### config.mk
export PLATFORM = sky130hd
export DESIGN_NAME = serial_subtractor
export DESIGN_NICKNAME = d
export VERILOG_FILES = /design/src/rtl/serial_subtractor.sv
export SDC_FILE = /design/constraint.sdc
export NUM_CORES = 1
export LEC_CHECK = 0
export CAP_MARGIN = 15
export CORE_MARGIN = 3
export CORE_UTILIZATION = 55
export CTS_CLUSTER_DIAMETER = 200
export DETAILED_ROUTE_END_ITERATION = 8
export PLACE_DENSITY = 0.83
export SYNTH_ARGS = -nofsm -noshare
export SYNTH_HDL_FRONTEND = slang
export SYNTH_SLANG_ARGS = --single-unit
### constraint.sdc
create_clock -name clk -period 5.33 [get_ports clk]
set_input_delay 1.066 -clock clk [delete_from_list [all_inputs] [get_ports clk]]
set_output_delay 1.066 -clock clk [all_outputs]
set_load 0.03 [all_outputs]
### src/rtl/serial_subtractor.sv
// Bit-serial two's-complement subtractor: d = a - b - bin, one bit per cycle, LSB first.
// A single borrow flop replaces the carry chain; start/done handshake with busy while running.
//
// Handshake: start is a request sampled only on an edge where the unit is not busy
// (IDLE or DONE); done is a one-cycle pulse marking d/bout/zero/ovf as valid, and
// those outputs hold until the next completion. busy stays high for exactly WIDTH cycles.
module serial_subtractor #(
    parameter int WIDTH = 8
) (
    input  logic             clk,
    input  logic             rst,
    input  logic             start,
    input  logic [WIDTH-1:0] a,
    input  logic [WIDTH-1:0] b,
    input  logic             bin,
    output logic             busy,
    output logic             done,
    output logic [WIDTH-1:0] d,
    output logic             bout,
    output logic             zero,
    output logic             ovf,
    output logic [1:0]       dbg_state
);

    localparam int CW = (WIDTH > 2) ? $clog2(WIDTH) : 1;
    localparam logic [CW-1:0] LAST = CW'(WIDTH - 1);

    typedef enum logic [1:0] {
        S_IDLE = 2'd0,
        S_RUN  = 2'd1,
        S_DONE = 2'd2
    } state_t;

    state_t           state_q, state_d;
    logic [WIDTH-1:0] a_sh_q, a_sh_d;
    logic [WIDTH-1:0] b_sh_q, b_sh_d;
    logic [WIDTH-1:0] r_sh_q, r_sh_d;
    logic             br_q, br_d;
    logic [CW-1:0]    cnt_q, cnt_d;
    logic             a_msb_q, a_msb_d;
    logic             b_msb_q, b_msb_d;
    logic [WIDTH-1:0] d_q, d_d;
    logic             bout_q, bout_d;
    logic             zero_q, zero_d;
    logic             ovf_q, ovf_d;

    logic             ai, bi, di, br_nxt;
    logic [WIDTH-1:0] r_nxt;

    always_comb begin
        state_d = state_q;
        a_sh_d  = a_sh_q;
        b_sh_d  = b_sh_q;
        r_sh_d  = r_sh_q;
        br_d    = br_q;
        cnt_d   = cnt_q;
        a_msb_d = a_msb_q;
        b_msb_d = b_msb_q;
        d_d     = d_q;
        bout_d  = bout_q;
        zero_d  = zero_q;
        ovf_d   = ovf_q;

        // One full-subtractor slice on the current LSBs of the operand shift registers
        ai     = a_sh_q[0];
        bi     = b_sh_q[0];
        di     = ai ^ bi ^ br_q;
        br_nxt = (~ai & bi) | (~(ai ^ bi) & br_q);
        r_nxt  = {di, r_sh_q[WIDTH-1:1]};

        case (state_q)
            S_RUN: begin
                a_sh_d = a_sh_q >> 1;
                b_sh_d = b_sh_q >> 1;
                r_sh_d = r_nxt;
                br_d   = br_nxt;
                cnt_d  = cnt_q + CW'(1);
                if (cnt_q == LAST) begin
                    // All result flags publish on the same edge so they are never seen half-updated
                    state_d = S_DONE;
                    d_d     = r_nxt;
                    bout_d  = br_nxt;
                    zero_d  = (r_nxt == '0);
                    ovf_d   = (a_msb_q != b_msb_q) && (di != a_msb_q);
                end
            end
            S_IDLE, S_DONE: begin
                state_d = S_IDLE;
                if (start) begin
                    state_d = S_RUN;
                    a_sh_d  = a;
                    b_sh_d  = b;
                    r_sh_d  = '0;
                    br_d    = bin;
                    cnt_d   = '0;
                    a_msb_d = a[WIDTH-1];
                    b_msb_d = b[WIDTH-1];
                end
            end
            default: state_d = S_IDLE;
        endcase
    end

    always_ff @(posedge clk) begin
        if (rst) begin
            state_q <= S_IDLE;
            a_sh_q  <= '0;
            b_sh_q  <= '0;
            r_sh_q  <= '0;
            br_q    <= 1'b0;
            cnt_q   <= '0;
            a_msb_q <= 1'b0;
            b_msb_q <= 1'b0;
            d_q     <= '0;
            bout_q  <= 1'b0;
            zero_q  <= 1'b0;
            ovf_q   <= 1'b0;
        end else begin
            state_q <= state_d;
            a_sh_q  <= a_sh_d;
            b_sh_q  <= b_sh_d;
            r_sh_q  <= r_sh_d;
            br_q    <= br_d;
            cnt_q   <= cnt_d;
            a_msb_q <= a_msb_d;
            b_msb_q <= b_msb_d;
            d_q     <= d_d;
            bout_q  <= bout_d;
            zero_q  <= zero_d;
            ovf_q   <= ovf_d;
        end
    end

    assign busy      = (state_q == S_RUN);
    assign done      = (state_q == S_DONE);
    assign d         = d_q;
    assign bout      = bout_q;
    assign zero      = zero_q;
    assign ovf       = ovf_q;
    assign dbg_state = state_q;

endmodule

==> CHANGELOG.md, run 1 <==
### Physical design

- Yosys top cell by area: dfxtp_1
- Critical Path End: busy
- Hold Crit Start: d[6]
- Area Overhead vs Synth: 21.6%
- Post-synthesis cell type with the largest instance count: dfxtp_1
- Multi-input logic cell count: 134
- Simple-Gate Area Share: 0.208
- R2r setup slk: 3.37 ns
- Die area: 0.00407 sq mm
- Comb area share: 0.382
- Synthesized flop and latch total: 42
- Chip area in the Yosys report: 0.00184 sq mm
- Die H: 63.8 um
- Yosys warns: 0
- Die span in x: roughly 64 um
- Outcome: complete, no violations
- Top cell excl fill/tap: dfxtp_1
- Gate Area: 852 sq um
- Clock Sink Count: 42
- Adder Area Share: 0.0354
- DR vias: 1501
- Post-Syn Area per Cell: 9.32 sq um
- Post-CTS sizing: 0
- CP delay by family, top: buffers and inverters
- CTS root buf: clkbuf_4
- Setup Fix Bufs, Post-CTS: 0
- Most frequent cells in the layout: dfxtp_1 (42), clkdlybuf4s50_1 (34), nand2_1 (29)
- Synth Net Count: approximately 220
- CTS tree: done
- CTS Hold Buffers Added: 0
- Vias in the first global route: ~1600
- Global-route wire length before repair: 7.11 mm
- Async SR Flop Fraction: 0
- Detail Placement HPWL: 2.66 mm
- Register Area: 841 sq um
- Core Region: 0.00313 sq mm
- GR Util met2: 0.373
- Critical path required time: 4.26 ns
- Fin crit period: 3.55 ns
- Pre-CTS WS: between 2 and 2.5 ns
- R2r endpoint: b_sh_q[3]
- Combinational fraction of design power: 0.143
- Yosys aoi share: 0.139
- Total Routing Usage GR: 0.217
- Most Crowded Layer GR: met2
- XORs/XNORs by Area: 0
- TNS Setup: 0 ns
- TritonRoute pass-1 iters: 4
- CTS clk-pin slew, worst paths: 0.12 ns
- Total CTS buffers: 5
- DRT antenna net count: 0
- Area leader share: 0.458
- Mapped Cells: between 150 and 200
- Power, Total: 0.702 mW
- Final setup vio count: 0
- RSZ-0062 raised after global routing: false
- Largest net degree at the start of global routing: approximately 43
- Total routed wirelength: between 3 and 4 mm
- Slew Viols, Final: 0
- Via/cell ratio: 5.58
- CTS H-tree depth: 2
- Fin nets: between 200 and 250
- Max_cap viols: 0
- Final Hold Slack: approximately 0.47 ns
- Port bufs: 34
- Multiplexer share: 0.0817
- Leak Pwr: 0.779 nW
- Initial core utilization: 0.587
- Layout Cells excl Fill: 269
- Slew @ Worst Pin: 0.667 ns
- Peak supply drop: 0.000225 V
- Yosys cell count: 197
- Placed cell area: between 0.002 and 0.0025 sq mm
- Initial antenna violation count: 0
- Worst Setup SP: dbg_state[0]
- R2R depth: 5
- Crit share post-route: 0.667
- IO Count: 35
- CP Capture Type: output port
- Antenna cell count: 0
-- run 1: state kept, by name, indices dropped and copies added, names as in the netlist --
name,cells
ovf,1
b_msb_q,1
zero,1
r_sh_q,7
d,8
bout,1
cnt_q,3
b_sh_q,8
dbg_state,2
a_msb_q,1
br_q,1
a_sh_q,8
-- run 1: power groups by stage --
stage	Combinational [mW]	Sequential, mW	Clock, mW
final	0.101	0.342	0.260
after global routing	0.111	0.344	0.282
after CTS	0.101	0.342	0.264
after detailed placement	0.100	0.349	0
after global placement	0.0949	0.347	0
after floorplan	0.0761	0.348	0
-- run 1: per-layer routing --
| metal | share of wire | wire, um |
|---|---|---|
| met1 | 0.43 | 1640 |
| met2 | 0.50 | 1930 |
| met3 | 0.054 | 208 |
| met4 | 0.020 | 78 |
| met5 | 0 | 0 |
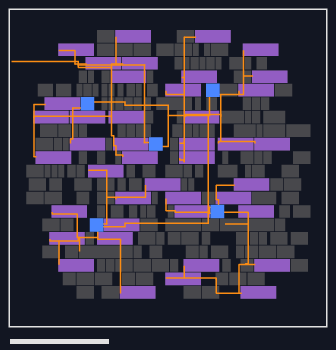
Fig. 1. Clock wires, drivers and flops (run 1).
Bar = 20 um.
Orange stands for clock wires, length 442 um. Blue stands for clock drivers, count 5. Purple stands for flip-flops, count 42.
There are 6 routed clock nets.
clk_skew: 0.00729 ns
worst skew pair latency: 0.35 ns

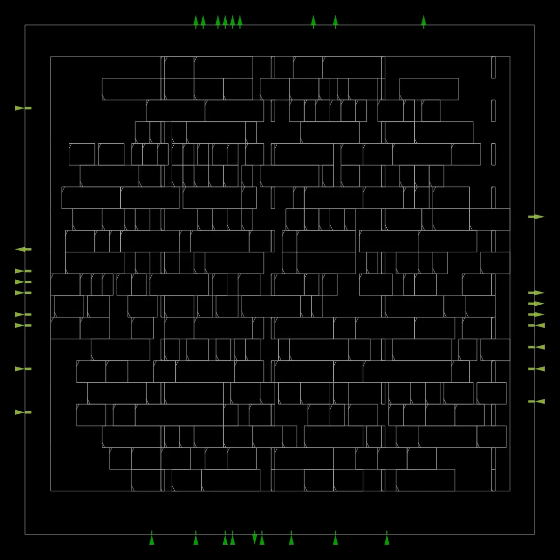
Fig. 2. Cell outlines without signal wires (run 1).
FFs & Latches: 42
# Taps: 44
standard-cell row count: 20
flop share of the area: 0.376
final core occ: 0.714

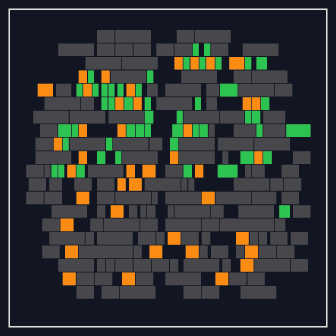
Fig. 3. Gate-type map (run 1).
Orange stands for inverting AOI/OAI gates, cells 40, most used a21oi_1. Green stands for NAND gates, cells 49, most used nand2_1.

## Run 2: what changed since run 1
CORE_UTILIZATION = 51   (was 55)
PLACE_DENSITY = 0.78   (was 0.83)
clock period = 3.71 ns   (was 5.33 ns; I/O delays follow)
==> run 2 against run 1 <==
Effect of this change:
- sequential power grew 44%
- via count shrank 2.2%
- area after synthesis is the same
- wire length shrank 5.5%
- critical path depth shrank 2
- highest routed layer unchanged
==> CHANGELOG.md, run 2 <==
### Physical design

- Outcome: complete, no violations
- Largest net degree at the start of global routing: 43 (unchanged)
- Initial core utilization: 0.542 (-0.0453)
- DR vias: 1468 (-2.2%)
- Max_cap viols: 0 (unchanged)
- Met3 wire length: 246 um (+18%)
- Total Routing Usage GR: 0.190 (-0.0279)
- Detail Route met2 WL: 1.76 mm (-8.9%)
- IO Count: 35 (unchanged)
- Synth Net Count: 221 (unchanged)
- Gate Area: 852 sq um (unchanged)
- CTS H-tree depth: 2 (unchanged)
- Yosys warns: 0 (unchanged)
- Critical-path cell list: buf_4 > clkdlybuf4s50_1
- CTS Hold Buffers Added: 0 (unchanged)
- RSZ-0062 raised after global routing: false
- Crit share post-route: 0.694
- Yosys aoi share: 0.139 (unchanged)
- Multiplexer share: 0.0817 (unchanged)
- Most frequent cells in the layout: dfxtp_1 (42), clkdlybuf4s50_1 (34), nand2_1 (29)
- Detail Placement HPWL: 2.52 mm (-5.2%)
- Comb area share: 0.388 (+0.00652)
- TNS Setup: 0 ns (unchanged)
- Adder Area Share: 0.0354 (unchanged)
- Clk_skew: 0.0120 ns (+0.00473 ns)
- Class of the tightest hold or removal check: flip-flop to flip-flop
- Register Area: 841 sq um (unchanged)
- Via/cell ratio: 5.40 (-3.3%)
- RePlAce Congestion: 0.760
- CP Capture Type: output port
- CTS tree: done
- Synthesized flop and latch total: 42 (unchanged)
- Slew @ Worst Pin: 0.642 ns (-0.0251 ns)
- # Taps: 46 (+4.5%)
- Mapped Cells: 197 (unchanged)
- Slew Viols, Final: 0 (unchanged)
- Total CTS buffers: 5 (unchanged)
- Antenna cell count: 0 (unchanged)
- Final setup vio count: 0 (unchanged)
- Most Crowded Layer GR: met2
- Fin nets: 249 (+0.40%)
- CTS clk-pin slew, worst paths: 0.13 ns (about the same)
- Post-Syn Area per Cell: 9.32 sq um (unchanged)
- Area Overhead vs Synth: 19.6%
- Top Metal Used: met4
- Power, Total: 0.874 mW (+24%)
- Die H: 66.0 um (+3.5%)
- Flop share of the area: 0.383 (+0.00643)
- Fin crit period: 2.58 ns
- Setup Fix Bufs, Post-CTS: 0 (unchanged)
- Die area: 0.00436 sq mm (+7.1%)
- Leak Pwr: 0.760 nW (-2.5%)
- Chip area in the Yosys report: 0.00184 sq mm (unchanged)
- Yosys cell count: 197 (unchanged)
- Fin. Hold Viols: 0
- Layout Cells excl Fill: 272 (+1.1%)
- CP delay by family, top: buffers and inverters
- Die span in x: 66.0 um (+3.5%)
- Post-synthesis cell type with the largest instance count: dfxtp_1
- Critical path required time: 2.97 ns (-1.29 ns)
- DRT antenna net count: 0 (unchanged)
- XORs/XNORs by Area: 0 (unchanged)
- DRT met1 WL: 1.58 mm (-3.8%)
- Post-CTS sizing: 0 (unchanged)
- CTS root buf: clkbuf_4
- Vias in the first global route: 1405 (-13%)
- GR Util met2: 0.320 (-0.0525)
- Simple-Gate Area Share: 0.208 (unchanged)
- Post-synth EDFFs: 0
- Top cell excl fill/tap: dfxtp_1
- FFs & Latches: 42 (unchanged)
- Yosys top cell by area: dfxtp_1
- Global-route wire length before repair: 6.26 mm (-12%)
- Clock Sink Count: 42 (unchanged)
- Most common reg cell: dfxtp_1
- Core Region: 0.00339 sq mm (+8.4%)
- Multi-input logic cell count: 134 (unchanged)
- Area leader share: 0.458 (unchanged)
- TritonRoute pass-1 iters: 4 (unchanged)
- Peak supply drop: 0.000260 V (+16%)
- Standard-cell row count: 21 (+5.0%)
- Port bufs: 34 (unchanged)
- Async SR Flop Fraction: 0 (unchanged)
- Total routed wirelength: 3.64 mm (-5.5%)
- Hold Crit Start: d[4]
- Initial antenna violation count: 0 (unchanged)
-- run 2: final timing paths --
check	to	slack, ns	cells after the start
setup / recovery	dbg_state[0]	1.13	2
hold reg to reg	d[4]	0.46	2
hold / removal	d[4]	0.46	2
setup reg to reg	a_sh_q[2]	1.78	4
-- run 2: through the flow --
stage               hold slack (ns)  cell area, sq um   util  setup slack [ns]
global placement              0.442              2130  0.629              1.53
floorplan                     0.440              1840      -              1.73
detailed placement            0.447              2130  0.629              1.43
global route                  0.485              2200  0.648              1.05
CTS                           0.464              2200  0.648              1.13
finish                        0.462              2200  0.648              1.13
-- run 2: where the power goes --
part / total [mW] / switching, mW / internal (mW)
Combinational: 0.143 / 0.0769 / 0.0664
Clock: 0.239 / 0.148 / 0.0911
Sequential: 0.491 / 0.0161 / 0.475
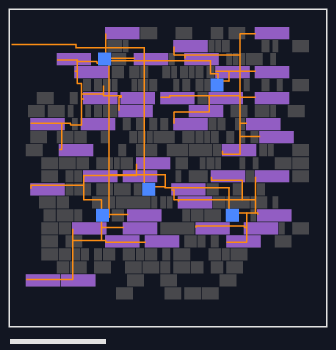
Fig. 4. Clock wires, drivers and flops (run 2).
Bar = 20 um.
Orange stands for clock wires, length 485 um. Blue stands for clock drivers, count 5. Purple stands for flip-flops, count 42.
There are 6 routed clock nets.
Clock power frac: 0.274
worst skew pair latency: 0.36 ns
Clock group: 0.239 mW

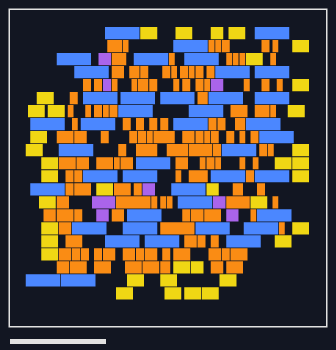
Fig. 5. Placement by cell class (run 2).
Bar = 20 um.
Yellow stands for other buffers and delay cells, cells 37, share of their area 17%. Purple stands for clock drivers and dummy loads, cells 8, share of their area 3.0%. Orange stands for combinational and other logic, cells 139, share of their area 41%. Blue stands for flops, cells 42, share of their area 39%.

Fig. 6: run 2, the metal 2 layer
Cells faint in the background.
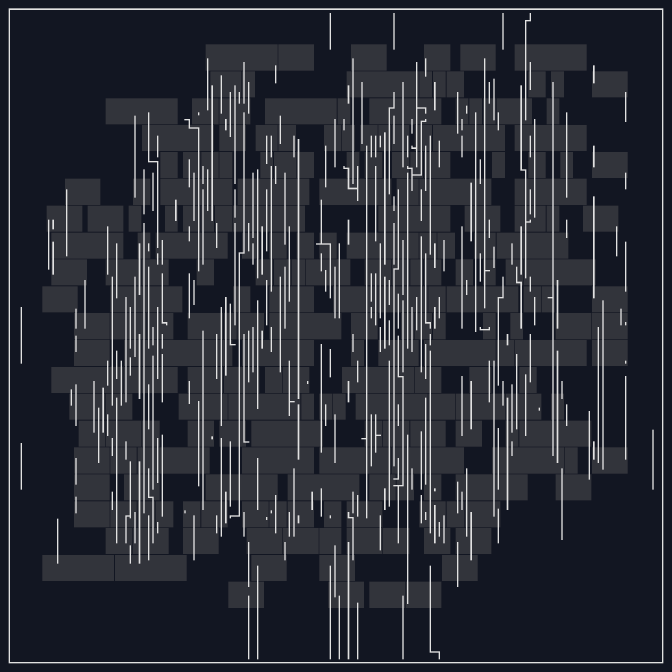

## Run 3: what changed since run 2
clock period = 2.5 ns   (was 3.71 ns; I/O delays follow)
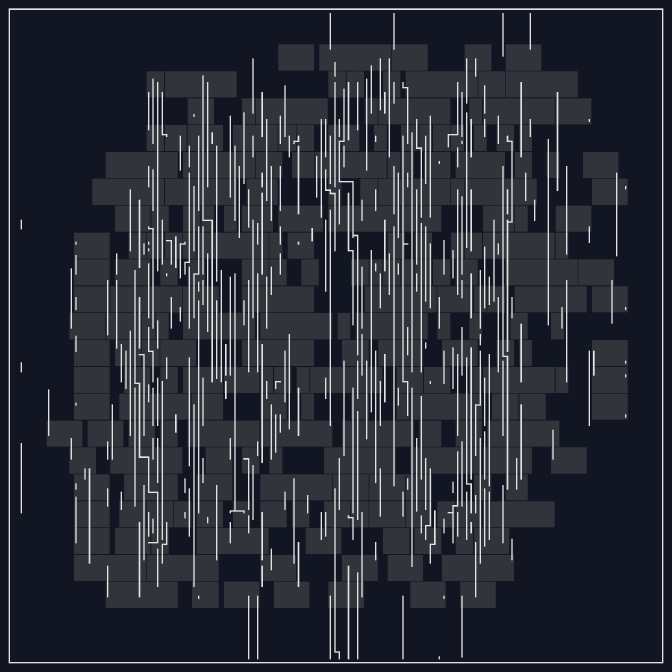
Fig. 7. The metal 2 layer (run 3).
Cells faint in the background.
The longest straight run is 26.2 um. The wires run mostly vertical. 203 nets have wire on it. The layer carries 1840 um of wire. The layer holds 49% of the routed length.

==> run 3 against run 2 <==
Effect of this change:
- clock skew up 0.0042 ns
- area after synthesis did not move
- die area did not move
- final area stayed put
- combinational power rose by about 50%
- global-route usage grew 0.55 points
- non-clock buffer count grew 1
- synthesized cell count stayed put
==> CHANGELOG.md, run 3 <==
### Physical design

- Outcome: complete, no violations
- Yosys aoi share: 0.139 (unchanged)
- Total Routing Usage GR: 0.195 (+0.00552)
- XORs/XNORs by Area: 0 (unchanged)
- Critical-path cell list: nor2b_1 > clkdlybuf4s50_1
- Comb pwr: 0.214 mW (+50%)
- Net switching power: 0.369 mW (+53%)
- Global-route wire length before repair: 6.49 mm (+3.6%)
- Die H: 66.0 um (unchanged)
- Hold Crit Start: d[4]
- Met3 wire length: 217 um (-12%)
- Post-CTS sizing: 0 (unchanged)
- Leak Pwr: 0.762 nW (+0.39%)
- RePlAce Congestion: 0.810 (+6.6%)
- Synth Net Count: 221 (unchanged)
- Async SR Flop Fraction: 0 (unchanged)
- Power, Total: 1.28 mW (+47%)
- Peak supply drop: 0.000409 V (+57%)
- Number of stages on the worst setup path: 2 (unchanged)
- DRT met1 WL: 1.61 mm (+2.0%)
- CTS clk-pin slew, worst paths: 0.13 ns (about the same)
- Register Area: 841 sq um (unchanged)
- Chip area in the Yosys report: 0.00184 sq mm (unchanged)
- Clock power frac: 0.264 (-0.010)
- Initial antenna violation count: 0 (unchanged)
- Crit share post-route: 0.880
- Clk_skew: 0.0162 ns (+0.00415 ns)
- Worst skew pair latency: 0.37 ns (about the same)
- Multiplexer share: 0.0817 (unchanged)
- CP Capture Type: output port
- Max_cap viols: 0 (unchanged)
- Gate Area: 852 sq um (unchanged)
- Slew @ Worst Pin: 0.429 ns (-0.212 ns)
- RSZ-0062 raised after global routing: false
- GR Util met2: 0.322 (+0.00125)
- Detail Route met2 WL: 1.84 mm (+4.6%)
- Multi-input logic cell count: 134 (unchanged)
- Yosys top cell by area: dfxtp_1
- Top Metal Used: met4
- TNS Setup: 0 ns (unchanged)
- Top cell excl fill/tap: dfxtp_1
- Critical path required time: 2.00 ns (-0.97 ns)
- Fin crit period: approximately 2.2 ns
- Yosys warns: 0 (unchanged)
- R2R depth: 4 (unchanged)
- Clock group: 0.339 mW (+42%)
- Net Sw Frac: 0.288 (+0.0121)
- Top power group: registers
- Most frequent cells in the layout: dfxtp_1 (42), clkdlybuf4s50_1 (33), nand2_1 (29)
- Fin nets: 250 (+0.40%)
- # Taps: 46 (unchanged)
- CP delay by family, top: buffers and inverters
- Register share of total power: 0.569 (+0.007)
- Simple-Gate Area Share: 0.208 (unchanged)
- Comb area share: 0.388 (unchanged)
- Mapped Cells: 197 (unchanged)
- DRT antenna net count: 0 (unchanged)
- Antenna cell count: 0 (unchanged)
- Flop+latch power: 0.730 mW (+49%)
- Vias in the first global route: 1483 (+5.6%)
- Via/cell ratio: 5.53 (+2.5%)
- Die area: 0.00436 sq mm (unchanged)
- Yosys cell count: 197 (unchanged)
- Slew Viols, Final: 0 (unchanged)
- Final Hold Slack: 0.462 ns (+0.0000210 ns)
- Port bufs: 34 (unchanged)
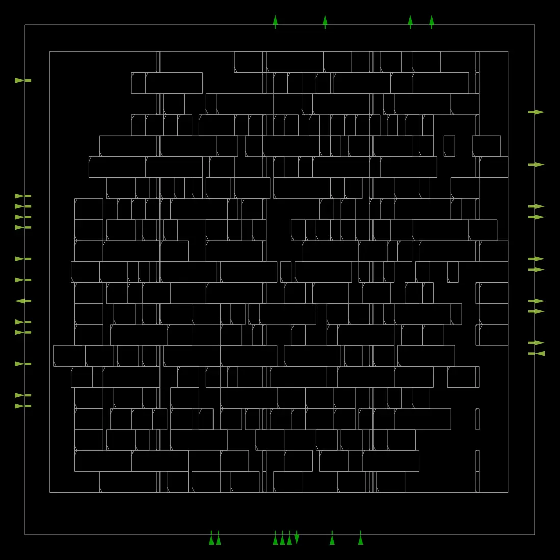
Fig. 8. Cell outlines without signal wires (run 3).
# fillers: 295
Layout Cells excl Fill: 273
flop share of the area: 0.383

[run 3: metrics by stage]
step	worst slack (ns)	utilization	instance area, sq um	std cells
after floorplan	0.766	-	1840	197
after global placement	0.744	0.630	2140	265
after detailed placement	0.712	0.630	2140	265
after CTS	0.305	0.648	2200	273
after global routing	0.230	0.648	2200	273
final	0.299	0.648	2200	273
[run 3: worst paths after layout]
path,end,slack (ns)
worst max register to register,ovf,0.69
worst max-delay path,done,0.30
worst min register to register,d[4],0.46
worst min-delay path,d[4],0.46
[run 3: logic make-up (layout without fill, tap and decap cells)]
logic type,Yosys count,count (layout)
and+or+nand+nor,74,74
DFF,42,42
AOI/OAI and AO/OA,41,41
buffers and inverters,21,51
muxes,15,15
adders and majority gates,4,4
Power and IR drop assume default switching activity.
